File: config.mk
export PLATFORM = sky130hd
export DESIGN_NAME = grf_write_arbiter_flat
export DESIGN_NICKNAME = d
export VERILOG_FILES = /design/src/rtl/grf_pkg.sv /design/src/rtl/grf_write_arbiter_if.sv /design/src/rtl/grf_write_arbiter_md_write_buffer.sv /design/src/rtl/grf_write_arbiter.sv /design/src/flat_wrapper.sv
export SDC_FILE = /design/constraint.sdc
export NUM_CORES = 1
export LEC_CHECK = 0
export CAP_MARGIN = 25
export CORE_ASPECT_RATIO = 0.5
export CORE_UTILIZATION = 38
export DETAILED_ROUTE_END_ITERATION = 6
export PLACE_DENSITY = 0.85
export SKIP_CTS_REPAIR_TIMING = 1
export SYNTH_ARGS = -nofsm -noshare
export SYNTH_HDL_FRONTEND = slang
export SYNTH_SLANG_ARGS = --single-unit
export TNS_END_PERCENT = 10
File: constraint.sdc
create_clock -name clk -period 2 [get_ports clk]
set_clock_uncertainty 0.05 [all_clocks]
set_input_delay 0.3 -clock clk [delete_from_list [all_inputs] [get_ports clk]]
set_output_delay 0.3 -clock clk [all_outputs]
set_load 0.02 [all_outputs]
File: src/rtl/grf_pkg.sv
// Shared definitions for the grf write-port arbiter slice.
package grf_pkg;

  localparam int REG_ADDR_W = 5;
  localparam int NUM_REGS   = 32;
  localparam logic [REG_ADDR_W-1:0] ZERO_REG = 5'd0;

  // IDLE: MD buffer empty, PEND: buffered MD write waiting for the port,
  // FORCE: buffered MD write owns the port and WB is held for one cycle.
  typedef enum logic [1:0] {
    IDLE  = 2'd0,
    PEND  = 2'd1,
    FORCE = 2'd2
  } arb_state_t;

  // One-hot mask selecting a single register of the file.
  function automatic logic [NUM_REGS-1:0] reg_bit(input logic [REG_ADDR_W-1:0] r);
    return NUM_REGS'(1) << r;
  endfunction

endpackage

File: src/rtl/grf_write_arbiter_if.sv
// Bundle of the WB request, MD handshake and grf write-port signals.
interface grf_write_arbiter_if #(parameter int DATA_W = 32);
  import grf_pkg::*;

  logic                  wb_we;
  logic [REG_ADDR_W-1:0] wb_reg;
  logic [DATA_W-1:0]     wb_data;
  logic [DATA_W-1:0]     wb_pc;
  logic                  stall_wb;

  logic                  md_valid;
  logic                  md_ready;
  logic [REG_ADDR_W-1:0] md_reg;
  logic [DATA_W-1:0]     md_data;
  logic [DATA_W-1:0]     md_pc;
  logic                  md_issue;
  logic [REG_ADDR_W-1:0] md_issue_reg;

  logic                  grf_we;
  logic [REG_ADDR_W-1:0] grf_reg;
  logic [DATA_W-1:0]     grf_data;
  logic [DATA_W-1:0]     grf_pc;
  logic [NUM_REGS-1:0]   busy_mask;

  // Requester / register-file side.
  modport master (
    output wb_we, wb_reg, wb_data, wb_pc,
    output md_valid, md_reg, md_data, md_pc, md_issue, md_issue_reg,
    input  stall_wb, md_ready, grf_we, grf_reg, grf_data, grf_pc, busy_mask
  );

  // Arbiter side.
  modport slave (
    input  wb_we, wb_reg, wb_data, wb_pc,
    input  md_valid, md_reg, md_data, md_pc, md_issue, md_issue_reg,
    output stall_wb, md_ready, grf_we, grf_reg, grf_data, grf_pc, busy_mask
  );

endinterface

File: src/rtl/grf_write_arbiter_md_write_buffer.sv
// One-entry holding register for an MD result waiting for the grf port.
module md_write_buffer
  import grf_pkg::*;
#(
  parameter int DATA_W = 32
) (
  input  logic                  clk,
  input  logic                  reset,
  input  logic                  load,
  input  logic                  drain,
  input  logic [REG_ADDR_W-1:0] in_reg,
  input  logic [DATA_W-1:0]     in_data,
  input  logic [DATA_W-1:0]     in_pc,
  output logic                  valid,
  output logic [REG_ADDR_W-1:0] buf_reg,
  output logic [DATA_W-1:0]     buf_data,
  output logic [DATA_W-1:0]     buf_pc
);

  // Capture on load, release on drain; load wins since it only occurs when empty.
  always_ff @(posedge clk) begin
    if (!reset) begin
      valid    <= 1'b0;
      buf_reg  <= ZERO_REG;
      buf_data <= '0;
      buf_pc   <= '0;
    end else if (load) begin
      valid    <= 1'b1;
      buf_reg  <= in_reg;
      buf_data <= in_data;
      buf_pc   <= in_pc;
    end else if (drain) begin
      valid    <= 1'b0;
    end
  end

endmodule

File: src/rtl/grf_write_arbiter.sv
// Shares the single grf write port between WB (priority) and the MD unit,
// tracks outstanding MD destinations and stalls WB when MD starves.
module grf_write_arbiter
  import grf_pkg::*;
#(
  parameter int STARVE_LIMIT = 4,
  parameter int DATA_W       = 32
) (
  input logic                clk,
  input logic                reset,
  grf_write_arbiter_if.slave bus
);

  localparam int CNT_W = $clog2(STARVE_LIMIT + 1);
  localparam logic [CNT_W-1:0] CNT_LAST = CNT_W'(STARVE_LIMIT - 1);

  arb_state_t            state, state_nxt;
  logic [CNT_W-1:0]      wait_cnt, wait_cnt_nxt;
  logic [NUM_REGS-1:0]   busy, busy_nxt;
  logic                  port_free;
  logic                  load;
  logic                  drain;
  logic                  buf_valid;
  logic [REG_ADDR_W-1:0] buf_reg;
  logic [DATA_W-1:0]     buf_data;
  logic [DATA_W-1:0]     buf_pc;

  // A WB write to $0 never reaches the file, so it leaves the port free.
  assign port_free     = !bus.wb_we || (bus.wb_reg == ZERO_REG);
  assign load          = bus.md_valid && (state == IDLE);
  assign drain         = buf_valid && ((state == FORCE) || ((state == PEND) && port_free));
  assign bus.md_ready  = (state == IDLE);
  assign bus.stall_wb  = (state == FORCE);
  assign bus.busy_mask = busy;

  md_write_buffer #(.DATA_W(DATA_W)) u_buf (
    .clk      (clk),
    .reset    (reset),
    .load     (load),
    .drain    (drain),
    .in_reg   (bus.md_reg),
    .in_data  (bus.md_data),
    .in_pc    (bus.md_pc),
    .valid    (buf_valid),
    .buf_reg  (buf_reg),
    .buf_data (buf_data),
    .buf_pc   (buf_pc)
  );

  // Port mux: drain the MD buffer when it owns the port, else pass WB through.
  always_comb begin
    bus.grf_we   = bus.wb_we && (bus.wb_reg != ZERO_REG);
    bus.grf_reg  = bus.wb_reg;
    bus.grf_data = bus.wb_data;
    bus.grf_pc   = bus.wb_pc;
    if (drain) begin
      bus.grf_we   = (buf_reg != ZERO_REG);
      bus.grf_reg  = buf_reg;
      bus.grf_data = buf_data;
      bus.grf_pc   = buf_pc;
    end
    if (!reset) begin
      bus.grf_we = 1'b0;
    end
  end

  // Next state and starvation counter.
  always_comb begin
    state_nxt    = state;
    wait_cnt_nxt = wait_cnt;
    case (state)
      IDLE: begin
        if (load) begin
          state_nxt    = PEND;
          wait_cnt_nxt = '0;
        end
      end
      PEND: begin
        if (port_free) begin
          state_nxt    = IDLE;
          wait_cnt_nxt = '0;
        end else if (wait_cnt == CNT_LAST) begin
          state_nxt    = FORCE;
          wait_cnt_nxt = '0;
        end else begin
          wait_cnt_nxt = wait_cnt + 1'b1;
        end
      end
      FORCE: begin
        state_nxt    = IDLE;
        wait_cnt_nxt = '0;
      end
      default: begin
        state_nxt    = IDLE;
        wait_cnt_nxt = '0;
      end
    endcase
  end

  // Busy scoreboard: clear on drain, then set on issue so a same-cycle set wins.
  always_comb begin
    busy_nxt = busy;
    if (drain) begin
      busy_nxt = busy_nxt & ~reg_bit(buf_reg);
    end
    if (bus.md_issue && (bus.md_issue_reg != ZERO_REG)) begin
      busy_nxt = busy_nxt | reg_bit(bus.md_issue_reg);
    end
  end

  // State, counter and scoreboard registers.
  always_ff @(posedge clk) begin
    if (!reset) begin
      state    <= IDLE;
      wait_cnt <= '0;
      busy     <= '0;
    end else begin
      state    <= state_nxt;
      wait_cnt <= wait_cnt_nxt;
      busy     <= busy_nxt;
    end
  end

endmodule

File: src/flat_wrapper.sv
// flat-port wrapper written by rule: the top's interface ports become plain ports
module grf_write_arbiter_flat import grf_pkg::*;
#(
  parameter int STARVE_LIMIT = 4,
  parameter int DATA_W       = 32
)
  (clk, reset, bus_wb_we, bus_wb_reg, bus_wb_data, bus_wb_pc, bus_md_valid, bus_md_reg, bus_md_data, bus_md_pc, bus_md_issue, bus_md_issue_reg, bus_stall_wb, bus_md_ready, bus_grf_we, bus_grf_reg, bus_grf_data, bus_grf_pc, bus_busy_mask);
  grf_write_arbiter_if #(.DATA_W(DATA_W)) bus_i ();
  input logic clk;
  input logic reset;
  input wire logic [$bits(bus_i.wb_we)-1:0] bus_wb_we;
  input wire logic [$bits(bus_i.wb_reg)-1:0] bus_wb_reg;
  input wire logic [$bits(bus_i.wb_data)-1:0] bus_wb_data;
  input wire logic [$bits(bus_i.wb_pc)-1:0] bus_wb_pc;
  input wire logic [$bits(bus_i.md_valid)-1:0] bus_md_valid;
  input wire logic [$bits(bus_i.md_reg)-1:0] bus_md_reg;
  input wire logic [$bits(bus_i.md_data)-1:0] bus_md_data;
  input wire logic [$bits(bus_i.md_pc)-1:0] bus_md_pc;
  input wire logic [$bits(bus_i.md_issue)-1:0] bus_md_issue;
  input wire logic [$bits(bus_i.md_issue_reg)-1:0] bus_md_issue_reg;
  output wire logic [$bits(bus_i.stall_wb)-1:0] bus_stall_wb;
  output wire logic [$bits(bus_i.md_ready)-1:0] bus_md_ready;
  output wire logic [$bits(bus_i.grf_we)-1:0] bus_grf_we;
  output wire logic [$bits(bus_i.grf_reg)-1:0] bus_grf_reg;
  output wire logic [$bits(bus_i.grf_data)-1:0] bus_grf_data;
  output wire logic [$bits(bus_i.grf_pc)-1:0] bus_grf_pc;
  output wire logic [$bits(bus_i.busy_mask)-1:0] bus_busy_mask;
  assign bus_i.wb_we = bus_wb_we;
  assign bus_i.wb_reg = bus_wb_reg;
  assign bus_i.wb_data = bus_wb_data;
  assign bus_i.wb_pc = bus_wb_pc;
  assign bus_i.md_valid = bus_md_valid;
  assign bus_i.md_reg = bus_md_reg;
  assign bus_i.md_data = bus_md_data;
  assign bus_i.md_pc = bus_md_pc;
  assign bus_i.md_issue = bus_md_issue;
  assign bus_i.md_issue_reg = bus_md_issue_reg;
  assign bus_stall_wb = bus_i.stall_wb;
  assign bus_md_ready = bus_i.md_ready;
  assign bus_grf_we = bus_i.grf_we;
  assign bus_grf_reg = bus_i.grf_reg;
  assign bus_grf_data = bus_i.grf_data;
  assign bus_grf_pc = bus_i.grf_pc;
  assign bus_busy_mask = bus_i.busy_mask;
  grf_write_arbiter #(.STARVE_LIMIT(STARVE_LIMIT), .DATA_W(DATA_W)) u_core (.clk(clk), .reset(reset), .bus(bus_i));
endmodule
==> run_1/power_grid.png <==
Bar = 50 µm. Pins as bars on the die edge.
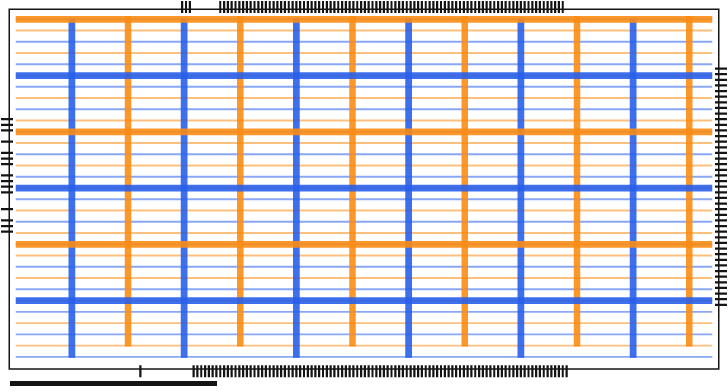
legend:
  VDD:
    colour: orange
  VSS:
    colour: blue
signal pins: 252
met4 straps: 12
Max VDD drop: 0.441 mV
Core ar.: 13700 µm²
die height: 86.6 µm
Die X: 171 µm

==> run_1/placement_by_type.png <==
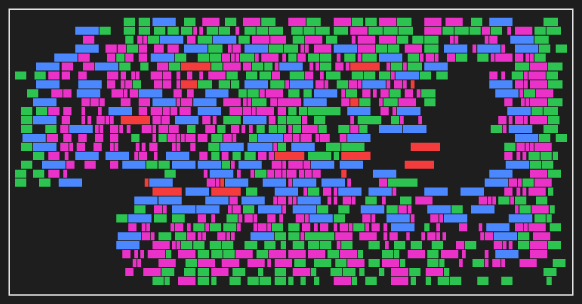
legend:
  remaining buffers and delay cells:
    colour: green
    cells: 287
  sequential cells:
    colour: blue
    cells: 107
  clock drivers and dummy loads:
    colour: red
    cells: 15
  combinational and other logic:
    colour: magenta
    cells: 425
row count: 30
final core occ: 62.6%

==> impl_metrics.yaml, run 1 <==
# physical design summary
final_layout:
  diodes: 0
  drive_above_1_share_pct: 19.7
  stdcell_count: 1026
final_timing:
  timing.hold.ws_ns: 0.379
  grt_setup_unrepaired: "true"
  slew_violations: 0
  finalSetupViolCount: 70
  tightestPinTransition_ns: 0.577
  relSlewSlack_pct: 61.6
  postLayoutSetupSlackWorst_ns: -0.763
worst_setup_path:
  crit_arrival_ns: 2.41
  path_cells: "clkdlybuf4s50_1 -> or3_4 -> o221a_4 -> nand2b_4 -> buf_12 -> mux2_4 -> dlymetal6s2s_1"
  critical-path-max-stage-delay_ns: 0.44
  cp_max_fo: 32
  cp.required_ns: 1.65
  end_kind: "primary output"
  reg2reg_slack_ns: 0.02
job:
  warnings: 28
power_and_ir_drop:
  power.internal_w: 0.00376
  top_power_group: "sequential cells"
  p_leak_nw: 3.92
  netSwitchingPower_w: 0.00130
  powerClk_w: 0.00162
  combPwrFrac_pct: 22.8
placed_design:
  place_hpwl_um: 12500
  dp.cells: 1008
  port_buffers: 251
grt:
  grt_util_all_layers_pct: 21.7
  grt_start_max_net_pins: 71
  grt_pass1_vias: 5015
synth:
  yosysWarnings: 0
  ys_cells: 577
  synthesis.instances: 577
  avgSynthCellArea_um2: 9.42
  synth_area_um2: 5440
  ys.flops: 107
detailed_routing:
  first_iter_violations: 260
  drc: 0
  drtAntennaViolNets: 0
clock_tree:
  cts_inserted_buffers: 9
  numClockSinks: 107
  path_clk_slew_ns: 0.07
die:
  pin_count: 252
outcome:
  status: "finished, violations left"
  violations: "negative setup slack"
==> run_1/clk_routes.png <==
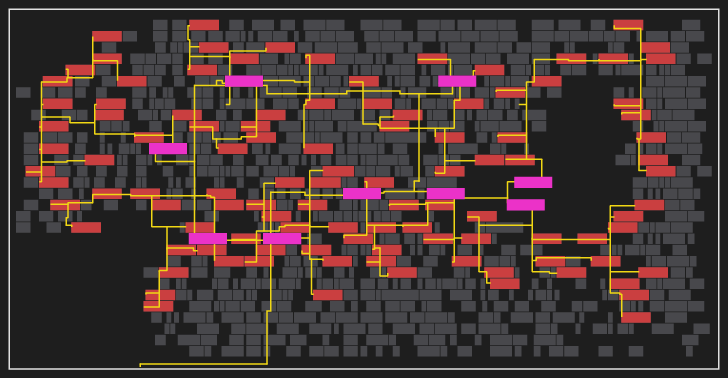
legend:
  clock drivers:
    colour: magenta
    count: 9
  clock wires:
    colour: yellow
    length: 1250 µm
  flip-flops:
    colour: red
    count: 107
routed clock nets: 10
Latency at later pin: 0.34 ns
clock share of power: 32.0%

[run 1: placed cells by master, fill, tap and decap left out, types with 3 or more instances in the layout]
| cell | count |
|---|---|
| buf_12 | 3 |
| a32o_1 | 21 |
| clkdlybuf4s50_1 | 176 |
| and3_1 | 3 |
| inv_1 | 4 |
| nand3b_1 | 22 |
| a21boi_0 | 69 |
| clkbuf_16 | 11 |
| nor3_1 | 6 |
| clkbuf_1 | 3 |
| nand2_1 | 173 |
| dlymetal6s2s_1 | 37 |
| o211ai_1 | 7 |
| clkbuf_2 | 24 |
| mux2_4 | 69 |
| buf_6 | 12 |
| nor3b_1 | 9 |
| nor2_1 | 7 |
| o311ai_1 | 3 |
| buf_4 | 28 |
| dfxtp_1 | 105 |
| and3b_1 | 4 |
[run 1: synthesized netlist by cell type (all sizes together)]
cell / count
nand3b: 22
inv: 4
o41ai: 2
and3: 3
o31ai: 2
o21a: 1
o21ai: 1
or3: 2
buf: 14
nand2b: 3
a32o: 21
nor3: 6
nor2: 7
nor3b: 9
or4b: 1
mux2: 69
or2b: 1
clkbuf: 31
ha: 1
and4b: 1
and2: 3
o22ai: 1
nand2: 174
nor2b: 2
and3b: 4
dfxtp: 107
o311ai: 3
a21oi: 2
and4: 1
a21boi: 69
o221a: 1
nand3: 1
o211ai: 7
nor4: 1
[run 1: layer usage]
metal  vias to the layer above  track usage [%]  wire, µm
met3                        30             4.06       645
met5                         -                0         0
met1                      2460             24.9      7260
met2                       120             40.7      9010
met4                         0             7.47       389
li1                       2505                -         -
[run 1: worst paths after layout]
kind | start | to | depth (start not counted)
max | bus_wb_reg[2] | bus_grf_data[11] | 7
min reg2reg | u_core.bus.busy_mask[0]$_SDFF_PN0_ | u_core.bus.busy_mask[0]$_SDFF_PN0_ | 2
max reg2reg | u_core.state[1]$_SDFFE_PN0P_ | u_core.bus.busy_mask[0]$_SDFF_PN0_ | 7
min | u_core.bus.busy_mask[0]$_SDFF_PN0_ | u_core.bus.busy_mask[0]$_SDFF_PN0_ | 2
[run 1: layout make-up]
cell class / instances / area [µm²]
clock buffers: 13 / 250
clock inverters: 2 / 12.5
fillers: 1133 / 5140
inverters: 4 / 15.0
multi-input cells: 421 / 3070
flip-flops and latches: 107 / 2140
well taps: 192 / 240
repair buffers: 287 / 2870
[run 1: logic make-up (layout without fill, tap and decap cells)]
group	count (synthesis)	after routing	synth area share, %
fa+ha+maj	1	1	0.230
simple gates	241	241	20.5
mux	69	69	19.1
compound gates	110	110	16.3
flops	107	107	39.4
buf+inv	49	306	4.49
[run 1: per-stage QoR]
stage / setup TNS, ns / area, µm² / util [%]
after global placement: -91.39 / 8260 / 60.1
after global routing: -51.05 / 8600 / 62.6
final: -47.72 / 8600 / 62.6
after detailed placement: -93.12 / 8260 / 60.1
after CTS: -82.04 / 8520 / 62.0
after floorplan: -11.52 / 5440 / -
[run 1: worst reg2reg max path, stage by stage (launching register included)]
cell     delay, ns
dfxtp_2       0.33
or4b_4        0.48
o221a_4       0.23
buf_4         0.14
o31ai_1       0.34
buf_4         0.19
buf_4         0.09
nor2_1        0.03
==> run 1 -> run 2 <==
--- a/config.mk
+++ b/config.mk
@@ -7,9 +7,10 @@
 export LEC_CHECK = 0
 export CAP_MARGIN = 25
 export CORE_ASPECT_RATIO = 0.5
-export CORE_UTILIZATION = 38
+export CORE_UTILIZATION = 39
+export CTS_BUF_LIST = sky130_fd_sc_hd__clkbuf_8
 export DETAILED_ROUTE_END_ITERATION = 6
-export PLACE_DENSITY = 0.85
+export PLACE_DENSITY = 0.86
 export SKIP_CTS_REPAIR_TIMING = 1
 export SYNTH_ARGS = -nofsm -noshare
 export SYNTH_HDL_FRONTEND = slang
==> run_2/wires.png <==
Bar = 50 µm.
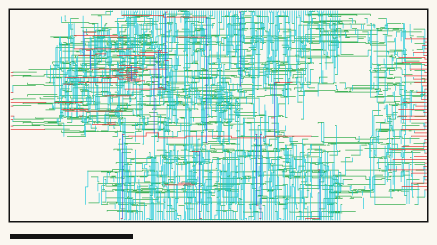
legend:
  metal 2:
    colour: cyan
    wire_length: 8800 µm
  metal 3:
    colour: red
    wire_length: 734 µm
  metal 1:
    colour: green
    wire_length: 6780 µm
  metal 4:
    colour: blue
    wire_length: 347 µm
wire per inst: 16.3 µm
routed vias: 5081
total wire length: 16700 µm
total track usage: 21.8%

==> run_2/placement_by_type.png <==
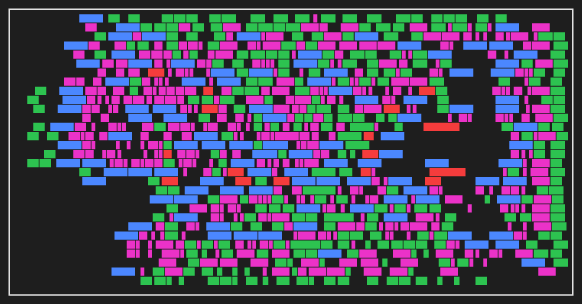
legend:
  combinational and other logic:
    colour: magenta
    cells: 425
  clock drivers and dummy loads:
    colour: red
    cells: 16
  sequential cells:
    colour: blue
    cells: 107
  remaining buffers and delay cells:
    colour: green
    cells: 284
final core occ: 63.1%
fin area: 8570 µm²
flop share of the area: 25.0%
Core ar.: 13600 µm²

==> run 2 against run 1 <==
First-iteration DRC count is 34% higher. Die size is 2.5% lower. Final cell count is 0.19% lower. Hold slack worse by 0.010 ns. Clock-buffer cell count is 3 lower. Core utilization is 0.49 points higher. Maximum frequency is 0.39% higher. Synthesized area stayed put. Total power is 2.0% lower. The flow still finishes with violations (negative setup slack). Sequential share of layout area is 0.080 points higher.
==> impl_metrics.yaml, run 2 <==
# physical design summary
outcome:
  status: "finished, violations left"
  violations: "negative setup slack"
final_timing:
  hold_viol_final: 0
  slew_violations: 0
  fin_crit_sh_pct: 138
  finalSetupViolCount: 70
  postLayoutSetupSlackWorst_ns: -0.752
  grt_setup_unrepaired: "true"
  max_freq_mhz: 363
  fin_crit_ns: 2.75
  tightestPinTransition_ns: 0.584
  relSlewSlack_pct: 61.0
worst_setup_path:
  cp_max_fo: 31
  worstSetupPathType: "primary input to primary output"
  r2r_start: "u_core.state[1]$_SDFFE_PN0P_"
  crit_arrival_ns: 2.40
  worstReg2RegEnd: "u_core.bus.busy_mask[0]$_SDFF_PN0_"
  end_kind: "primary output"
  cp.required_ns: 1.65
  reg2reg_slack_ns: 0.03
  r2r_cells: 7
  cp-start-kind: "primary input"
synth:
  yosysWarnings: 0
  synth_top_flop_cell: "dfxtp_1"
  common_cells: "nand2_1, dfxtp_1, a21boi_0, mux2_4, clkbuf_1"
  synthesis.instances: 577
  avgSynthCellArea_um2: 9.42
  yosysMostFrequentCell: "nand2_1"
  ys.flops: 107
  yosys.area.top_type: "dfxtp_1"
  synth_area_um2: 5440
  synth-async-reset-ratio_pct: 0
  ys_area_um2: 5440
  synth-seq-area-share_pct: 39.4
  ys_top_cells_by_area: "dfxtp_1, mux2_4, nand2_1"
  syn-num-nets: 726
  edf_count: 0
  yosysTopAreaCellShare_pct: 39.4
  ys_cells: 577
final_layout:
  diodes: 0
  fin_nets: 976
  stdcell_count: 1024
  regArea_um2: 2140
  final-comb-area_um2: 3060
  nFillCells: 1092
  lay_top_cells: "clkdlybuf4s50_1, nand2_1, dfxtp_1, mux2_4, a21boi_0"
  lay_top_count: "clkdlybuf4s50_1"
  drive_above_1_share_pct: 18.9
die:
  pin_count: 252
  rows: 30
  die_x_um: 169
  initial_core_util_pct: 40.0
  die.size.y_um: 85.5
min_path:
  worstHoldStart: "reset"
  holdPathStages: 5
  min_path_type: "primary input to register"
  min_to: "u_core.bus.busy_mask[0]$_SDFF_PN0_"
power_and_ir_drop:
  ir_drop_mv: 0.315
  p_leak_nw: 3.95
  clkPwrFrac_pct: 30.8
  combPwrFrac_pct: 23.1
  netSwitchingPower_w: 0.00132
  power.internal_w: 0.00363
  p_per_area_nw_per_um2: 578
  seqPwrFrac_pct: 46.1
clock_tree:
  numClockSinks: 107
  path_clk_slew_ns: 0.09
  h-tree-depth: 3
  clockBufferDepth: 2
  cts_inserted_buffers: 9
  cts_root_buffer: "clkbuf_8"
  clock_latency_ns: 0.38
grt:
  overflow: 0
  antenna_found_initial: 0
  grt_start_max_net_pins: 109
  grt_pass1_vias: 4975
job:
  max_cap_violations: 0
  warnings: 30
placed_design:
  postPlaceCellArea_um2: 8250
  dp.cells: 1005
  port_buffers: 251
  place_hpwl_um: 12000
detailed_routing:
  drtAntennaViolNets: 0
  vias_per_cell: 4.96
  first_iter_violations: 348
  drc: 0
[run 2: cell types whose count changed in the layout (fill, tap and decap cells not counted), moves of 2 or more]
| cell | previous run | this run |
|---|---|---|
| clkbuf_16 | 11 | 2 |
| clkbuf_8 | 1 | 10 |
| dlymetal6s2s_1 | 37 | 44 |
| clkbuf_2 | 24 | 20 |
| buf_6 | 12 | 9 |
| clkbuf_1 | 3 | 0 |
| inv_6 | 0 | 3 |
| buf_4 | 28 | 26 |
| buf_8 | 2 | 0 |
| bufinv_16 | 0 | 2 |
[run 2: cell type report]
class	instances	share of cell area (%)
sequential	107	25.0
inverter	4	0.175
clock buffer	10	1.61
clock inverter	6	1.10
tap	192	2.80
multi-input combinational	421	35.7
timing repair buffer	284	33.6
[run 2: cell families (layout without fill, tap and decap cells)]
| logic type | Yosys count | count (layout) | synth area share, % |
|---|---|---|---|
| simple gates | 241 | 241 | 20.5 |
| compound gates | 110 | 110 | 16.3 |
| flops | 107 | 107 | 39.4 |
| mux | 69 | 69 | 19.1 |
| buf+inv | 49 | 304 | 4.49 |
| fa+ha+maj | 1 | 1 | 0.230 |
[run 2: metrics by stage]
stage                     TNS (ns)  hold slack (ns)  setup WS [ns]  util [%]
after detailed placement    -89.53            0.368          -1.15      60.7
after global placement      -86.82            0.369          -1.12      60.7
after floorplan             -11.52            0.393         -0.166         -
final                       -48.79            0.368         -0.752      63.1
after global routing        -53.47            0.359         -0.821      63.1
after CTS                   -79.15            0.349          -1.15      62.4
[run 2: per-layer routing]
layer | track usage [%] | wire (µm)
met5 | 0 | 0
met4 | 6.22 | 346
met3 | 4.01 | 733
met1 | 24.5 | 6780
met2 | 42.0 | 8800
[run 2: worst max-delay path: stages]
cell and delay [ns]:
clkdlybuf4s50_1 0.41, or3_1 0.44, o221a_4 0.27, nand2b_4 0.21
buf_12 0.22, mux2_4 0.32, dlymetal6s2s_1 0.20
[run 2: worst max path at each step]
stage	from	to	slack, ns	cells past startpoint
after CTS	bus_wb_reg[4]	bus_grf_data[22]	-1.15	7
after floorplan	bus_wb_reg[1]	bus_grf_data[0]	-0.17	6
final	bus_wb_reg[2]	bus_grf_data[10]	-0.75	7
after global placement	bus_wb_reg[4]	bus_grf_data[14]	-1.12	7
after detailed placement	bus_wb_reg[4]	bus_grf_data[22]	-1.15	7
after global routing	u_core.state[1]$_SDFFE_PN0P_	bus_grf_data[10]	-0.82	6
[run 2: power groups by stage]
stage / Clock, W / Combinational, W / Sequential (W)
floorplan: 0 / 0.000545 / 0.00233
global placement: 0 / 0.00114 / 0.00233
detailed placement: 0 / 0.00117 / 0.00233
CTS: 0.00156 / 0.00117 / 0.00228
global route: 0.00166 / 0.00122 / 0.00229
finish: 0.00153 / 0.00115 / 0.00228
==> run 2 -> run 3 <==
--- a/config.mk
+++ b/config.mk
@@ -9,8 +9,9 @@
 export CORE_ASPECT_RATIO = 0.5
 export CORE_UTILIZATION = 39
 export CTS_BUF_LIST = sky130_fd_sc_hd__clkbuf_8
+export CTS_CLUSTER_DIAMETER = 60
 export DETAILED_ROUTE_END_ITERATION = 6
-export PLACE_DENSITY = 0.86
+export PLACE_DENSITY = 0.76
 export SKIP_CTS_REPAIR_TIMING = 1
 export SYNTH_ARGS = -nofsm -noshare
 export SYNTH_HDL_FRONTEND = slang
==> run_3/power_grid.png <==
Bar = 50 µm. Pins as bars on the die edge.
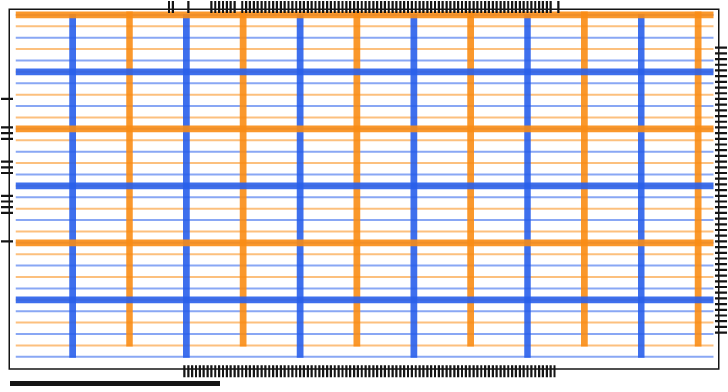
legend:
  VSS:
    colour: blue
  VDD:
    colour: orange
met4 straps: 12
met1 rails: 31
die height: 85.5 µm
Die X: 169 µm
Max VDD drop: 0.311 mV

==> run_3/clk_routes.png <==
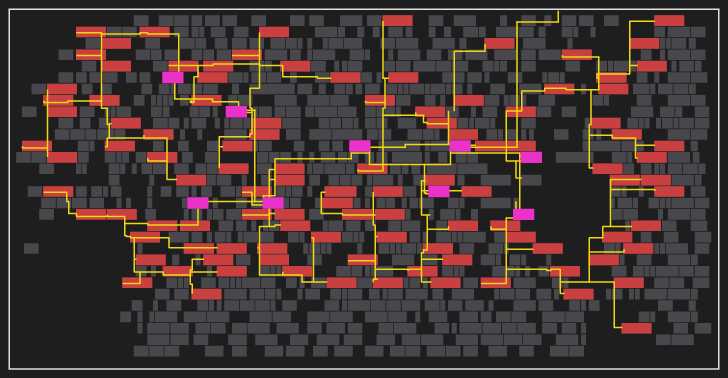
legend:
  clock wires:
    colour: yellow
    length: 1230 µm
  flip-flops:
    colour: red
    count: 107
  clock drivers:
    colour: magenta
    count: 9
routed clock nets: 10
Latency at later pin: 0.36 ns
clock network power: 0.00136 W
clock share of power: 28.5%

==> run 3 against run 2 <==
The run still ends with negative setup slack left. Maximum frequency rose by 0.69%. Hold slack improved by 0.0028 ns. Setup slack improved by 0.019 ns. Cell area fell by 0.55%. Largest power group unchanged.
==> impl_metrics.yaml, run 3 <==
# physical design summary
synth:
  yosysWarnings: 0
  simple_gate_share_pct: 20.5
  yosysMostFrequentCell: "nand2_1"
  common_cells: "nand2_1, dfxtp_1, a21boi_0, mux2_4, clkbuf_1"
  aoi_share_pct: 16.3
  ys_cells: 577
  synth-seq-area-share_pct: 39.4
  yosysTopAreaCellShare_pct: 39.4
  yosys.area.top_type: "dfxtp_1"
  ys_sh_adder_pct: 0.230
  mux_share_pct: 19.1
  topCombFamilyByArea: "simple AND/OR/NAND/NOR gates"
  avgSynthCellArea_um2: 9.42
  ys_top_cells_by_area: "dfxtp_1, mux2_4, nand2_1"
  yosys.area_share.xor_xnor_pct: 0
  synth_area_um2: 5440
  synthesis.instances: 577
  ys.flops: 107
  edf_count: 0
  synth_top_flop_cell: "dfxtp_1"
  ys_area_um2: 5440
detailed_routing:
  wl_per_cell_um: 15.9
  postRouteWirelength_um: 16400
  drc: 0
  first_iter_violations: 355
  vias_per_cell: 4.92
  drtAntennaViolNets: 0
  via_count: 5058
grt:
  grt_pass1_vias: 4864
  grt_start_max_net_pins: 109
  overflow: 0
final_layout:
  lay_top_count: "clkdlybuf4s50_1"
  lay_top_cells: "clkdlybuf4s50_1, nand2_1, dfxtp_1, mux2_4, a21boi_0"
  post-route-util_pct: 62.7
  fin_nets: 980
final_timing:
  tightestPinTransition_ns: 0.524
  grt_setup_unrepaired: "true"
  hold_viol_final: 0
  fin_crit_sh_pct: 137
  max_freq_mhz: 366
  finalSetupViolCount: 70
  slew_violations: 0
  fin_crit_ns: 2.73
  relSlewSlack_pct: 65.0
  postLayoutSetupSlackWorst_ns: -0.733
placed_design:
  place_hpwl_um: 11700
  port_buffers: 251
  post-place-ws_ns: -1.12
worst_setup_path:
  end_kind: "primary output"
  crit_start: "u_core.state[1]$_SDFFE_PN0P_"
  reg2reg_slack_ns: 0.06
  cp_max_fo: 30
  crit_arrival_ns: 2.38
  cp.required_ns: 1.65
  worstSetupPathType: "register to primary output"
job:
  max_cap_violations: 0
  warnings: 30
power_and_ir_drop:
  p_per_area_nw_per_um2: 562
  p_leak_nw: 3.88
clock_tree:
  numClockSinks: 107
  h-tree-depth: 3
  path_clk_slew_ns: 0.10
  clockBufferDepth: 2
  cts_root_buffer: "clkbuf_8"
  cts_inserted_buffers: 9
outcome:
  violations: "negative setup slack"
  status: "finished, violations left"
min_path:
  min_path_type: "primary input to register"
die:
  initial_core_util_pct: 40.0
  pin_count: 252
==> run 3: stage by stage <==
| step | total power, W | hold slack, ns | area, µm² | instances | setup TNS, ns |
|---|---|---|---|---|---|
| 6_report | 0.00479 | 0.371 | 8520 | 1029 | -47.04 |
| 4_1_cts | 0.00486 | 0.353 | 8510 | 1026 | -78.73 |
| 3_3_place_gp | 0.00348 | 0.365 | 8300 | 1010 | -86.47 |
| 2_1_floorplan | 0.00287 | 0.393 | 5440 | 577 | -11.52 |
| 5_1_grt | 0.00500 | 0.391 | 8520 | 1029 | -51.85 |
| 3_5_place_dp | 0.00351 | 0.371 | 8300 | 1010 | -89.68 |
==> run 3: report_power, final <==
group | total, W | switching, W | internal [W]
Combinational | 0.00114 | 0.000488 | 0.000654
Clock | 0.00136 | 0.000722 | 0.000642
Sequential | 0.00228 | 0.0000540 | 0.00223
Total | 0.00479 | 0.00126 | 0.00352
==> run 3: worst paths after layout <==
path,to,depth (start not counted)
max,bus_grf_pc[8],6
min,u_core.bus.busy_mask[0]$_SDFF_PN0_,5
max reg2reg,u_core.bus.busy_mask[7]$_SDFF_PN0_,6
min reg2reg,u_core.bus.busy_mask[0]$_SDFF_PN0_,2
==> run 3: kinds of logic after synthesis <==
| kind of cell | after synthesis |
|---|---|
| multiplexers | 69 |
| AND/OR/NAND/NOR | 241 |
| buffers and inverters | 49 |
| flip-flops | 107 |
| AND-OR/OR-AND | 110 |
| adder cells (fa/ha/maj) | 1 |
==> run 3: layout make-up <==
type | instances | area (µm²)
Multi-Input combinational cell | 421 | 3060
Fill cell | 1144 | 5070
Timing Repair Buffer | 288 | 2850
Sequential cell | 107 | 2140
Clock buffer | 11 | 151
Tap cell | 192 | 240
Inverter | 4 | 15.0
Antenna cell | 1 | 2.50
Clock inverter | 5 | 53.8
==> run 3: worst max-delay path, cell delays in order, from the launching register on <==
cell,delay [ns]
dfxtp_2,0.33
or4b_4,0.48
o221a_4,0.23
nand2b_4,0.22
buf_12,0.22
mux2_4,0.31
dlymetal6s2s_1,0.21
==> run 3: metal layers <==
layer | routed length (µm) | track usage (%) | up-vias
met5 | 0 | 0 | -
met4 | 127 | 3.77 | 0
met3 | 641 | 3.78 | 15
met2 | 8530 | 39.9 | 129
met1 | 7060 | 26.5 | 2404
li1 | - | - | 2510
Power figures rest on the tool's default switching activity, not on a simulated workload.
